## src/rtl/spike_aer_encoder_if.sv

```systemverilog
// ----------------------------------------------------------------------------
// spike_aer_encoder_if
// Bundles the spike-frame input and the address-event output of the AER
// encoder.
//   spikes    : parallel spike vector, bit i = neuron i
//   step      : timestep strobe requesting capture of spikes
//   ev_valid  : event address presented
//   ev_ready  : downstream accepts the event
//   ev_addr   : neuron index of the current event (0 when idle)
//   ev_last   : current event is the final one of the frame (0 when idle)
//   spike_cnt : popcount of the last captured frame
//   busy      : frame in progress
//   done      : one-cycle pulse, frame fully drained
//   overflow  : one-cycle pulse, step dropped while busy
// Modports: master = encoder side, slave = neuron array / router side.
// ----------------------------------------------------------------------------
interface spike_aer_encoder_if #(
   parameter int N  = 8,
   parameter int AW = 3
);
   logic [N-1:0]  spikes;
   logic          step;
   logic          ev_valid;
   logic          ev_ready;
   logic [AW-1:0] ev_addr;
   logic          ev_last;
   logic [AW:0]   spike_cnt;
   logic          busy;
   logic          done;
   logic          overflow;

   modport master (
      input  spikes, step, ev_ready,
      output ev_valid, ev_addr, ev_last, spike_cnt, busy, done, overflow
   );

   modport slave (
      output spikes, step, ev_ready,
      input  ev_valid, ev_addr, ev_last, spike_cnt, busy, done, overflow
   );
endinterface

```

## src/rtl/spike_aer_encoder.sv

```systemverilog
// ----------------------------------------------------------------------------
// spike_aer_encoder
// Captures the spike vector once per timestep and emits only the active
// neurons, lowest index first, one address per valid/ready handshake.
// Silent neurons cost no output cycles.
// Ports:
//   clk   : clock, rising edge
//   rst_n : synchronous active-low reset; aborts any frame in progress
//   bus   : spike_aer_encoder_if.master (see interface for signal list)
// ----------------------------------------------------------------------------
module spike_aer_encoder #(
   parameter int N  = 8,
   parameter int AW = 3
) (
   input  logic                 clk,
   input  logic                 rst_n,
   spike_aer_encoder_if.master  bus
);

   typedef enum logic {
      IDLE = 1'b0,
      SCAN = 1'b1
   } state_t;

   state_t        r_state;
   logic [N-1:0]  r_pending;
   logic [AW:0]   r_spike_cnt;
   logic          r_done;
   logic          r_overflow;

   logic [AW-1:0] w_low;
   logic [N-1:0]  w_low_mask;
   logic          w_single;
   logic          w_scan;

   // Population count of a spike vector.
   function automatic logic [AW:0] popcount(input logic [N-1:0] v);
      logic [AW:0] c;
      c = {(AW+1){1'b0}};
      for (int i = 0; i < N; i++) begin
         c = c + {{AW{1'b0}}, v[i]};
      end
      return c;
   endfunction

   // Priority encoder: lowest set index of pending (scan high to low so the
   // lowest index wins).
   always_comb begin
      w_low = {AW{1'b0}};
      for (int i = N - 1; i >= 0; i--) begin
         w_low = r_pending[i] ? AW'(i) : w_low;
      end
   end

   assign w_scan     = (r_state == SCAN);
   assign w_low_mask = N'(1'b1) << w_low;
   // Exactly one bit left: clearing the lowest bit leaves nothing.
   assign w_single   = (r_pending != {N{1'b0}}) &&
                       ((r_pending & (r_pending - N'(1'b1))) == {N{1'b0}});

   // Frame control: capture on step in IDLE, drain one event per handshake in
   // SCAN, pulse done/overflow for a single cycle.
   always_ff @(posedge clk) begin
      if (!rst_n) begin
         r_state     <= IDLE;
         r_pending   <= {N{1'b0}};
         r_spike_cnt <= {(AW+1){1'b0}};
         r_done      <= 1'b0;
         r_overflow  <= 1'b0;
      end else begin
         r_done     <= 1'b0;
         r_overflow <= 1'b0;
         case (r_state)
            IDLE: begin
               if (bus.step) begin
                  r_pending   <= bus.spikes;
                  r_spike_cnt <= popcount(bus.spikes);
                  if (bus.spikes != {N{1'b0}}) begin
                     r_state <= SCAN;
                  end else begin
                     r_done <= 1'b1;
                  end
               end
            end
            SCAN: begin
               // A step while busy is dropped, even on the final handshake.
               if (bus.step) begin
                  r_overflow <= 1'b1;
               end
               if (bus.ev_ready) begin
                  r_pending <= r_pending & ~w_low_mask;
                  if (w_single) begin
                     r_state <= IDLE;
                     r_done  <= 1'b1;
                  end
               end
            end
            default: begin
               r_state   <= IDLE;
               r_pending <= {N{1'b0}};
            end
         endcase
      end
   end

   assign bus.ev_valid  = w_scan;
   assign bus.ev_addr   = w_scan ? w_low : {AW{1'b0}};
   assign bus.ev_last   = w_scan & w_single;
   assign bus.spike_cnt = r_spike_cnt;
   assign bus.busy      = w_scan;
   assign bus.done      = r_done;
   assign bus.overflow  = r_overflow;

endmodule

```

## src/flat_wrapper.sv

```systemverilog
// flat-port wrapper written by rule: the top's interface ports become plain ports
module spike_aer_encoder_flat 
#(
   parameter int N  = 8,
   parameter int AW = 3
)
  (clk, rst_n, bus_spikes, bus_step, bus_ev_ready, bus_ev_valid, bus_ev_addr, bus_ev_last, bus_spike_cnt, bus_busy, bus_done, bus_overflow);
  spike_aer_encoder_if #(.N(N), .AW(AW)) bus_i ();
  input  logic clk;
  input  logic rst_n;
  input wire logic [$bits(bus_i.spikes)-1:0] bus_spikes;
  input wire logic [$bits(bus_i.step)-1:0] bus_step;
  input wire logic [$bits(bus_i.ev_ready)-1:0] bus_ev_ready;
  output wire logic [$bits(bus_i.ev_valid)-1:0] bus_ev_valid;
  output wire logic [$bits(bus_i.ev_addr)-1:0] bus_ev_addr;
  output wire logic [$bits(bus_i.ev_last)-1:0] bus_ev_last;
  output wire logic [$bits(bus_i.spike_cnt)-1:0] bus_spike_cnt;
  output wire logic [$bits(bus_i.busy)-1:0] bus_busy;
  output wire logic [$bits(bus_i.done)-1:0] bus_done;
  output wire logic [$bits(bus_i.overflow)-1:0] bus_overflow;
  assign bus_i.spikes = bus_spikes;
  assign bus_i.step = bus_step;
  assign bus_i.ev_ready = bus_ev_ready;
  assign bus_ev_valid = bus_i.ev_valid;
  assign bus_ev_addr = bus_i.ev_addr;
  assign bus_ev_last = bus_i.ev_last;
  assign bus_spike_cnt = bus_i.spike_cnt;
  assign bus_busy = bus_i.busy;
  assign bus_done = bus_i.done;
  assign bus_overflow = bus_i.overflow;
  spike_aer_encoder #(.N(N), .AW(AW)) u_core (.clk(clk), .rst_n(rst_n), .bus(bus_i));
endmodule
```

## config.mk

```make
export PLATFORM = sky130hd
export DESIGN_NAME = spike_aer_encoder_flat
export DESIGN_NICKNAME = d
export VERILOG_FILES = /design/src/rtl/spike_aer_encoder_if.sv /design/src/rtl/spike_aer_encoder.sv /design/src/flat_wrapper.sv
export SDC_FILE = /design/constraint.sdc
export NUM_CORES = 1
export LEC_CHECK = 0
export CAP_MARGIN = 20
export CORE_ASPECT_RATIO = 1.5
export CORE_MARGIN = 2
export CORE_UTILIZATION = 52
export DETAILED_ROUTE_END_ITERATION = 16
export GPL_TIMING_DRIVEN = 1
export PLACE_DENSITY = 0.83
export RECOVER_POWER = 25
export SYNTH_ARGS = -nofsm -noshare
export SYNTH_HDL_FRONTEND = slang
export SYNTH_SLANG_ARGS = --single-unit
export TNS_END_PERCENT = 100
```

## constraint.sdc

```tcl
create_clock -name clk -period 5.9 [get_ports clk]
set_input_delay 1.77 -clock clk [delete_from_list [all_inputs] [get_ports clk]]
set_output_delay 1.77 -clock clk [all_outputs]
set_load 0.01 [all_outputs]
```

Fig. 1: metal layers overlaid
Drawn at 6 px/um.
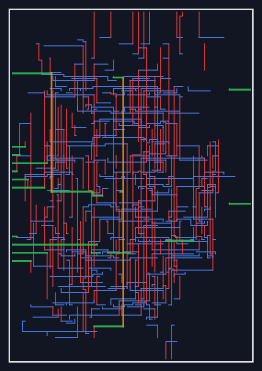
[red] metal 2 | wire length: 1170 um
[orange] metal 4 | wire length: 61.2 um
[green] metal 3 | wire length: 79.8 um
[blue] metal 1 | wire length: 862 um

Fig. 2: clock wiring as the flow saved it
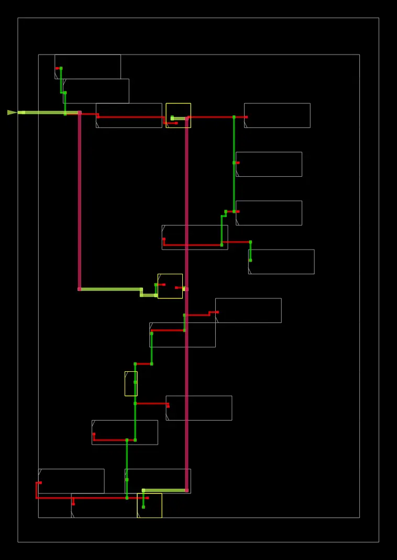
Flops: 15
Final Skew: 0.00150 ns

==> metrics.yaml <==
power_uw: 273
drtIter0Drc: 10
cts-resized-gates: 0
crit_path_start_kind: "input pin"
final_cell_mix: "17 x clkdlybuf4s50_1, 16 x nand2_1, 15 x dfxtp_1"
comb_power_share_pct: 34.4
place_ws_ns: 1.09
yosys_area_um2: 1030
hold_viol_final: 0
setup_ws_ns: 1.42
seq-cell-share_pct: 23.8
comb_cells: 88
antenna_found_initial: 0
swShare_pct: 33.2
comb_area_um2: 628
ff_type: "dfxtp_1"
dr_wl_met3_um: 79
worstPathRequired_ns: 6.14
register_area_um2: 300
vias_per_cell: 5.64
drtPass1Iterations: 4
p_sw_uw: 90.6
cts_tree: "yes"
clk_latency_ns: 0.29
yosysTopAreaCell: "dfxtp_1"
largestClassByArea: "logic gates"
status: "finished, final reports clean"
fa_ha_area_share_pct: 13.6
ys_cells: 124
min_period_ns: 4.48
fp_util_pct: 55.5
holdPathStages: 2
setup.worst_path.class: "in -> reg"
syn_nets: 144
simple_gate_area_share_pct: 23.1
p_seq_uw: 119
gp_congestion: 0.765
die_area_um2: 2360
fin_setup_tns_ns: 0
finalCritPeriodShare_pct: 76.0
critPathMaxFanout: 3
synth-edff-count: 0
gr-usage-met1_pct: 26.9
p_seq_share_pct: 43.6
wl_per_cell_um: 13.2
topRoutingLayerUsed: "met4"
Fig. 3: wires at chosen ports, followed through buffers
Drawn at 8 px/um.
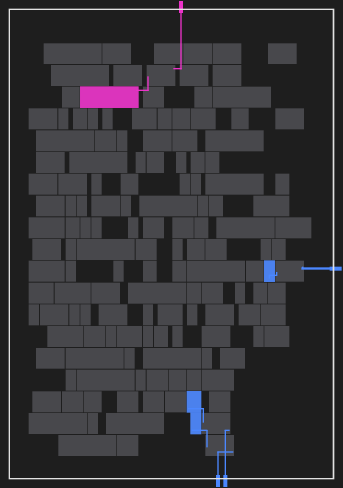
[blue] bus_ev_addr | bits: 3 | direction: output | edge: 2 bottom, 1 right | end cells: 3 | buffers: 3 | wire: 23.4 um
[magenta] bus_done | bits: 1 | direction: output | edge: top | end cells: 1 | buffers: 1 | wire: 11.0 um
IO Pins: 24
input/output buffers: 23

Fig. 4: gate-type map
Drawn at 6 px/um.
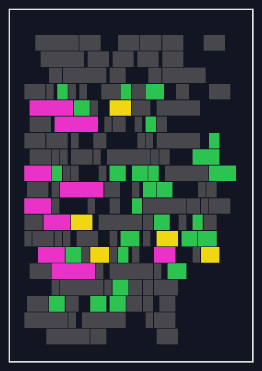
[magenta] adder and majority cells | cells: 9
[green] inverting AOI/OAI gates | cells: 27
[yellow] AND-OR and OR-AND gates | cells: 5
Top cell excl fill/tap: clkdlybuf4s50_1
combinational share of cell area: 49.7%
Layout Cells excl Fill: 165

[cell usage after synthesis (2+ instances only)]
cell type,count
and3_1,2
nor2_1,7
nor2b_1,2
nand3_1,6
o21ai_0,4
or4_1,2
fa_1,4
ha_1,4
nand2_1,16
a21boi_0,5
o21ai_1,2
nand2b_1,4
dfxtp_1,15
a21oi_1,3
inv_1,14
o211ai_1,3
clkbuf_1,3
[worst max-delay path: stages]
cell and delay [ns]:
clkdlybuf4s50_1 0.50, inv_1 0.05, ha_1 0.28, inv_1 0.08, fa_1 0.42, fa_1 0.49
inv_1 0.05, fa_1 0.37, inv_1 0.09, fa_1 0.41, nand2_1 0.07, o211a_1 0.15
